**config.mk**
```make
export PLATFORM = sky130hd
export DESIGN_NAME = prescaled_updown_counter
export DESIGN_NICKNAME = d
export VERILOG_FILES = /design/src/rtl/counter_pkg.sv /design/src/rtl/tick_prescaler.sv /design/src/rtl/prescaled_updown_counter.sv
export SDC_FILE = /design/constraint.sdc
export NUM_CORES = 1
export LEC_CHECK = 0
export CORE_MARGIN = 2
export CORE_UTILIZATION = 45
export CTS_BUF_LIST = sky130_fd_sc_hd__clkbuf_4
export DETAILED_ROUTE_END_ITERATION = 12
export PLACE_DENSITY_LB_ADDON = 0.15
export SLEW_MARGIN = 40
export SYNTH_ARGS = -nofsm -noshare
export SYNTH_HDL_FRONTEND = slang
export SYNTH_SLANG_ARGS = --single-unit
export TNS_END_PERCENT = 50
```
**constraint.sdc**
```tcl
create_clock -name clk -period 3.2 [get_ports clk]
set_input_delay 0.64 -clock clk [delete_from_list [all_inputs] [get_ports clk]]
set_output_delay 0.64 -clock clk [all_outputs]
set_load 0.01 [all_outputs]
```
**src/rtl/counter_pkg.sv**
```systemverilog
// Shared definitions for the prescaled up/down counter: direction/mode encodings
// and the single-step next-count function used by the datapath.
package counter_pkg;

    localparam logic DIR_UP    = 1'b1;
    localparam logic DIR_DOWN  = 1'b0;
    localparam logic MODE_WRAP = 1'b0;
    localparam logic MODE_SAT  = 1'b1;

    localparam int MAX_WIDTH = 32;

    typedef struct packed {
        logic [MAX_WIDTH-1:0] value;
        logic                 boundary;
    } step_result_t;

    // Operands are zero-extended counts; callers keep only their own WIDTH bits.
    // count+1 only happens below max_val and count-1 only above zero, so the
    // result never leaves the caller's range.
    function automatic step_result_t next_count(
        input logic [MAX_WIDTH-1:0] count,
        input logic                 dir,
        input logic                 sat,
        input logic [MAX_WIDTH-1:0] max_val
    );
        step_result_t res;
        res.value    = count;
        res.boundary = 1'b0;
        if (dir == DIR_UP) begin
            if (count < max_val) begin
                res.value = count + 32'd1;
            end else begin
                res.boundary = 1'b1;
                res.value    = (sat == MODE_SAT) ? count : '0;
            end
        end else begin
            if (count != '0) begin
                res.value = count - 32'd1;
            end else begin
                res.boundary = 1'b1;
                res.value    = (sat == MODE_SAT) ? count : max_val;
            end
        end
        return res;
    endfunction

endpackage

```
**src/rtl/tick_prescaler.sv**
```systemverilog
// Enable-gated clock divider: asserts tick once every prescale+1 enabled cycles.
module tick_prescaler
    import counter_pkg::*;
#(
    parameter int PRESCALE_W = 4
) (
    input  logic                  clk,
    input  logic                  rst_n,
    input  logic                  en,
    input  logic                  sync_clr,
    input  logic [PRESCALE_W-1:0] prescale,
    output logic                  tick
);

    logic [PRESCALE_W-1:0] r_div;
    logic                  w_at_limit;

    // >= rather than == so that lowering prescale below the current div
    // fires at once instead of running div all the way round.
    assign w_at_limit = (r_div >= prescale);
    assign tick       = en & w_at_limit;

    // NOTE: sequential state uses non-blocking assignments so every register
    // samples pre-edge values regardless of block ordering.
    always_ff @(posedge clk) begin
        if (!rst_n) begin
            r_div <= '0;
        end else if (sync_clr) begin
            r_div <= '0;
        end else if (en) begin
            if (w_at_limit) begin
                r_div <= '0;
            end else begin
                r_div <= r_div + PRESCALE_W'(1);
            end
        end
    end

endmodule

```
**src/rtl/prescaled_updown_counter.sv**
```systemverilog
// Parametrised up/down counter with modulo limit, wrap/saturate, load/clear,
// prescaler, terminal-count pulse, compare match and sticky overflow.
module prescaled_updown_counter
    import counter_pkg::*;
#(
    parameter int WIDTH      = 8,
    parameter int PRESCALE_W = 4
) (
    input  logic                  clk,
    input  logic                  rst_n,
    input  logic                  en,
    input  logic                  dir,
    input  logic                  mode_sat,
    input  logic                  clr,
    input  logic                  load,
    input  logic [WIDTH-1:0]      load_val,
    input  logic [WIDTH-1:0]      max_val,
    input  logic [PRESCALE_W-1:0] prescale,
    input  logic [WIDTH-1:0]      cmp_val,
    input  logic                  ovf_clr,
    output logic [WIDTH-1:0]      count,
    output logic                  tc,
    output logic                  match,
    output logic                  ovf_sticky
);

    logic [WIDTH-1:0] r_count;
    logic             r_tc;
    logic             r_ovf;

    logic             w_tick;
    logic             w_step_en;
    logic             w_boundary_step;
    step_result_t     w_step;

    tick_prescaler #(
        .PRESCALE_W (PRESCALE_W)
    ) u_prescaler (
        .clk      (clk),
        .rst_n    (rst_n),
        .en       (en),
        .sync_clr (clr | load),
        .prescale (prescale),
        .tick     (w_tick)
    );

    assign w_step = next_count(MAX_WIDTH'(r_count), dir, mode_sat, MAX_WIDTH'(max_val));

    generate
        if (WIDTH < MAX_WIDTH) begin : g_unused_hi
            logic w_unused_hi;
            assign w_unused_hi = ^w_step.value[MAX_WIDTH-1:WIDTH];
        end
    endgenerate

    // clr and load both pre-empt a step that would otherwise happen this edge.
    assign w_step_en       = w_tick & ~clr & ~load;
    assign w_boundary_step = w_step_en & w_step.boundary;

    always_ff @(posedge clk) begin
        if (!rst_n) begin
            r_count <= '0;
        end else if (clr) begin
            r_count <= '0;
        end else if (load) begin
            r_count <= load_val;
        end else if (w_tick) begin
            r_count <= w_step.value[WIDTH-1:0];
        end
    end

    always_ff @(posedge clk) begin
        if (!rst_n) begin
            r_tc <= 1'b0;
        end else begin
            r_tc <= w_boundary_step;
        end
    end

    // Only reset and ovf_clr clear the flag; a boundary step on the same edge wins.
    always_ff @(posedge clk) begin
        if (!rst_n) begin
            r_ovf <= 1'b0;
        end else if (w_boundary_step) begin
            r_ovf <= 1'b1;
        end else if (ovf_clr) begin
            r_ovf <= 1'b0;
        end
    end

    assign count      = r_count;
    assign tc         = r_tc;
    assign ovf_sticky = r_ovf;
    assign match      = (r_count == cmp_val);

endmodule

```
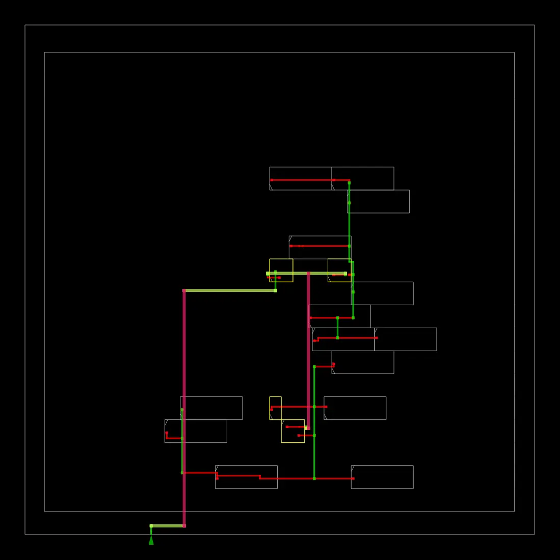
Run 1: clock nets
Clock Skews: 0.00239 ns
clock buffers: 3
Power Clock: 0.102 mW
CTS sink cnt: 14
clk ins delay skew pair: 0.28 ns

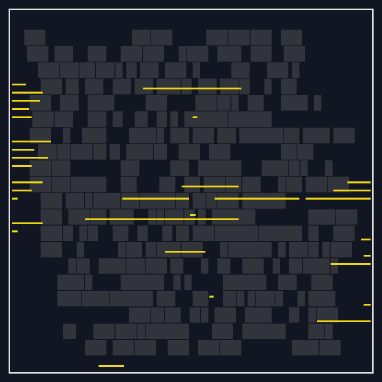
Run 1: met3 routing
(6 px per um) Cells faint in the background.
The wires run mostly horizontal. The layer carries 174 um of wire. The layer holds 4.6% of the routed length. The longest straight run is 25.3 um. 28 nets have wire on it.

==> results.toml, run 1 <==
# implementation run metrics
[finish]
lay_top_count = "clkdlybuf4s50_1"
final_net_count = 267
seq_cell_count = 14
largest_reg_flops = 8
finalInstanceArea_sq_mm = 0.00194

[power]
netSwitchingFraction = 0.323
seq_power_share = 0.392
pwr-share-clk = 0.208
p_leak_nw = 0.816

[yosys]
top_area_cell = "dfxtp_1"
synth_top_area_share = 0.196
topCombFamilyByArea = "AND-OR/OR-AND gates"
async_flop_share = 0
synth_cell_types = 46

[setup_path]
criticalPathCategory = "input port to flop"
reg2regPathDepth = 6

[status]
status = "finished clean"

[cts]
cts_setup_buffers = 0

[global_routing]
grt.busiest_layer = "met2"
grtUsageMet3 = 0.0192

[final_timing]
setup_viol = 0

[run]
max_cap_viol_count = 0
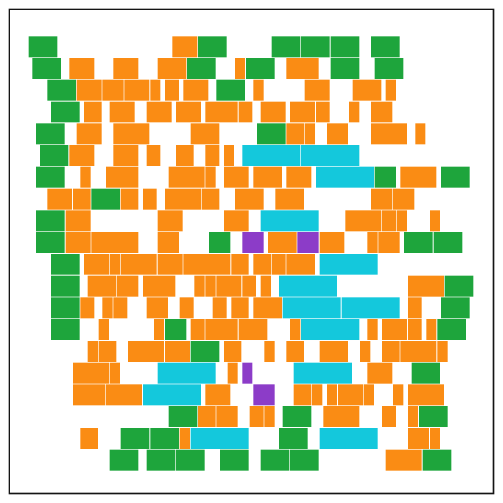
Run 1: cell classes on the final placement
(8 px per um)
Key: green = remaining buffers and delay cells [cells 49, share of their area 26%]; orange = combinational and other logic [cells 148, share of their area 58%]; purple = clock drivers and dummy loads [cells 4, share of their area 1.4%]; cyan = sequential cells [cells 14, share of their area 15%]

Run 1, drive-strength map:
(4 px per um)
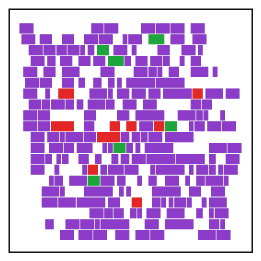

==> run 2: changes to the inputs <==
CORE_UTILIZATION = 43   (was 45)
clock period = 2.2 ns   (was 3.2 ns; I/O delays follow)
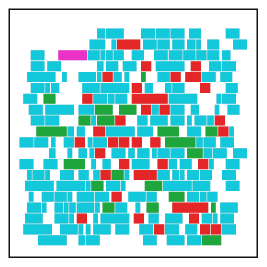
Run 2: drive-strength map
(4 px per um)
Key: cyan = _0 and _1 cells [cells 183, share 77%]; red = _3 and _4 cells [cells 35, share 15%]; green = _2 cells [cells 20, share 8.4%]; magenta = _6 and larger [cells 1, share 0.42%]

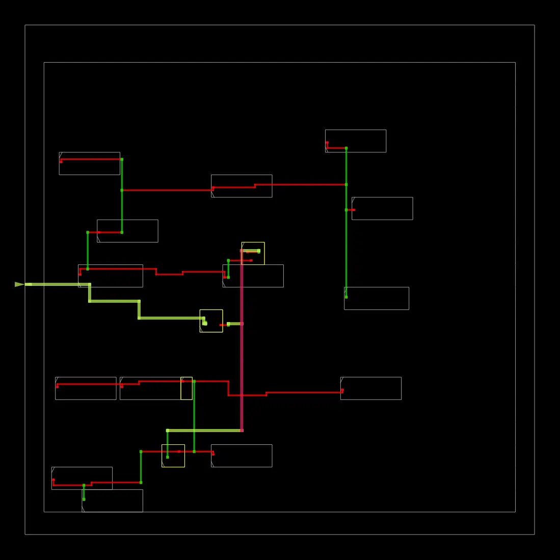
Run 2: clock nets
Num CTS Buffers: 3
clk ins delay skew pair: 0.30 ns
Seq cells: 14

==> run 2 against run 1 <==
Net effect: clock skew rose by 0.010 ns; utilization up 7.2 points; synthesized cell count did not move; first-iteration DRC count is 130% higher; global-route usage up 1.4 points; combinational power up 84%; clock-buffer cell count is the same; total power rose by 63%; highest routed layer unchanged.
==> results.toml, run 2 <==
# implementation run metrics
[status]
status = "finished clean"

[power]
seq_power_share = 0.339
pwr-share-clk = 0.211
power_leader = "combinational cells"
pg_seq_mw = 0.270
p_leak_nw = 0.974
pg_clk_mw = 0.168
netSwitchingFraction = 0.341

[yosys]
topCombFamilyByArea = "AND-OR/OR-AND gates"
ys_cells = 172
syn-mean-instance-area_sq_um = 8.31
top_area_cell = "dfxtp_1"
common_cells = "inv_1 (18), ha_1 (15), xnor2_1 (15)"
aoi_share = 0.239
async_flop_share = 0
synth_cell_types = 46

[setup_path]
cp.depth = 7
reg2regPathDepth = 7
crit_path_end = "count[2]"
criticalPathCategory = "flop to flop"

[die]
initCoreUtil = 0.460
core-area_sq_mm = 0.00310

[drt]
dr_total_vias = 1547

[finish]
clkbuf_count = 3
finalInstanceArea_sq_mm = 0.00221
largest_reg_flops = 8
final_net_count = 291
final_cells = 283
lay_top_count = "clkdlybuf4s50_1"
drive_above_1_share = 0.234

[global_routing]
grt_usage = 0.244
grtUsageMet3 = 0.0294
grt.busiest_layer = "met2"

[final_timing]
setup_viol = 0
finClkSkew_ns = 0.0127

[placed_design]
io_buffers = 46

[cts]
cts_setup_buffers = 3
clock-sinks = 14
path_clk_slew_ns = 0.10
Power figures rest on the tool's default switching activity, not on a simulated workload.
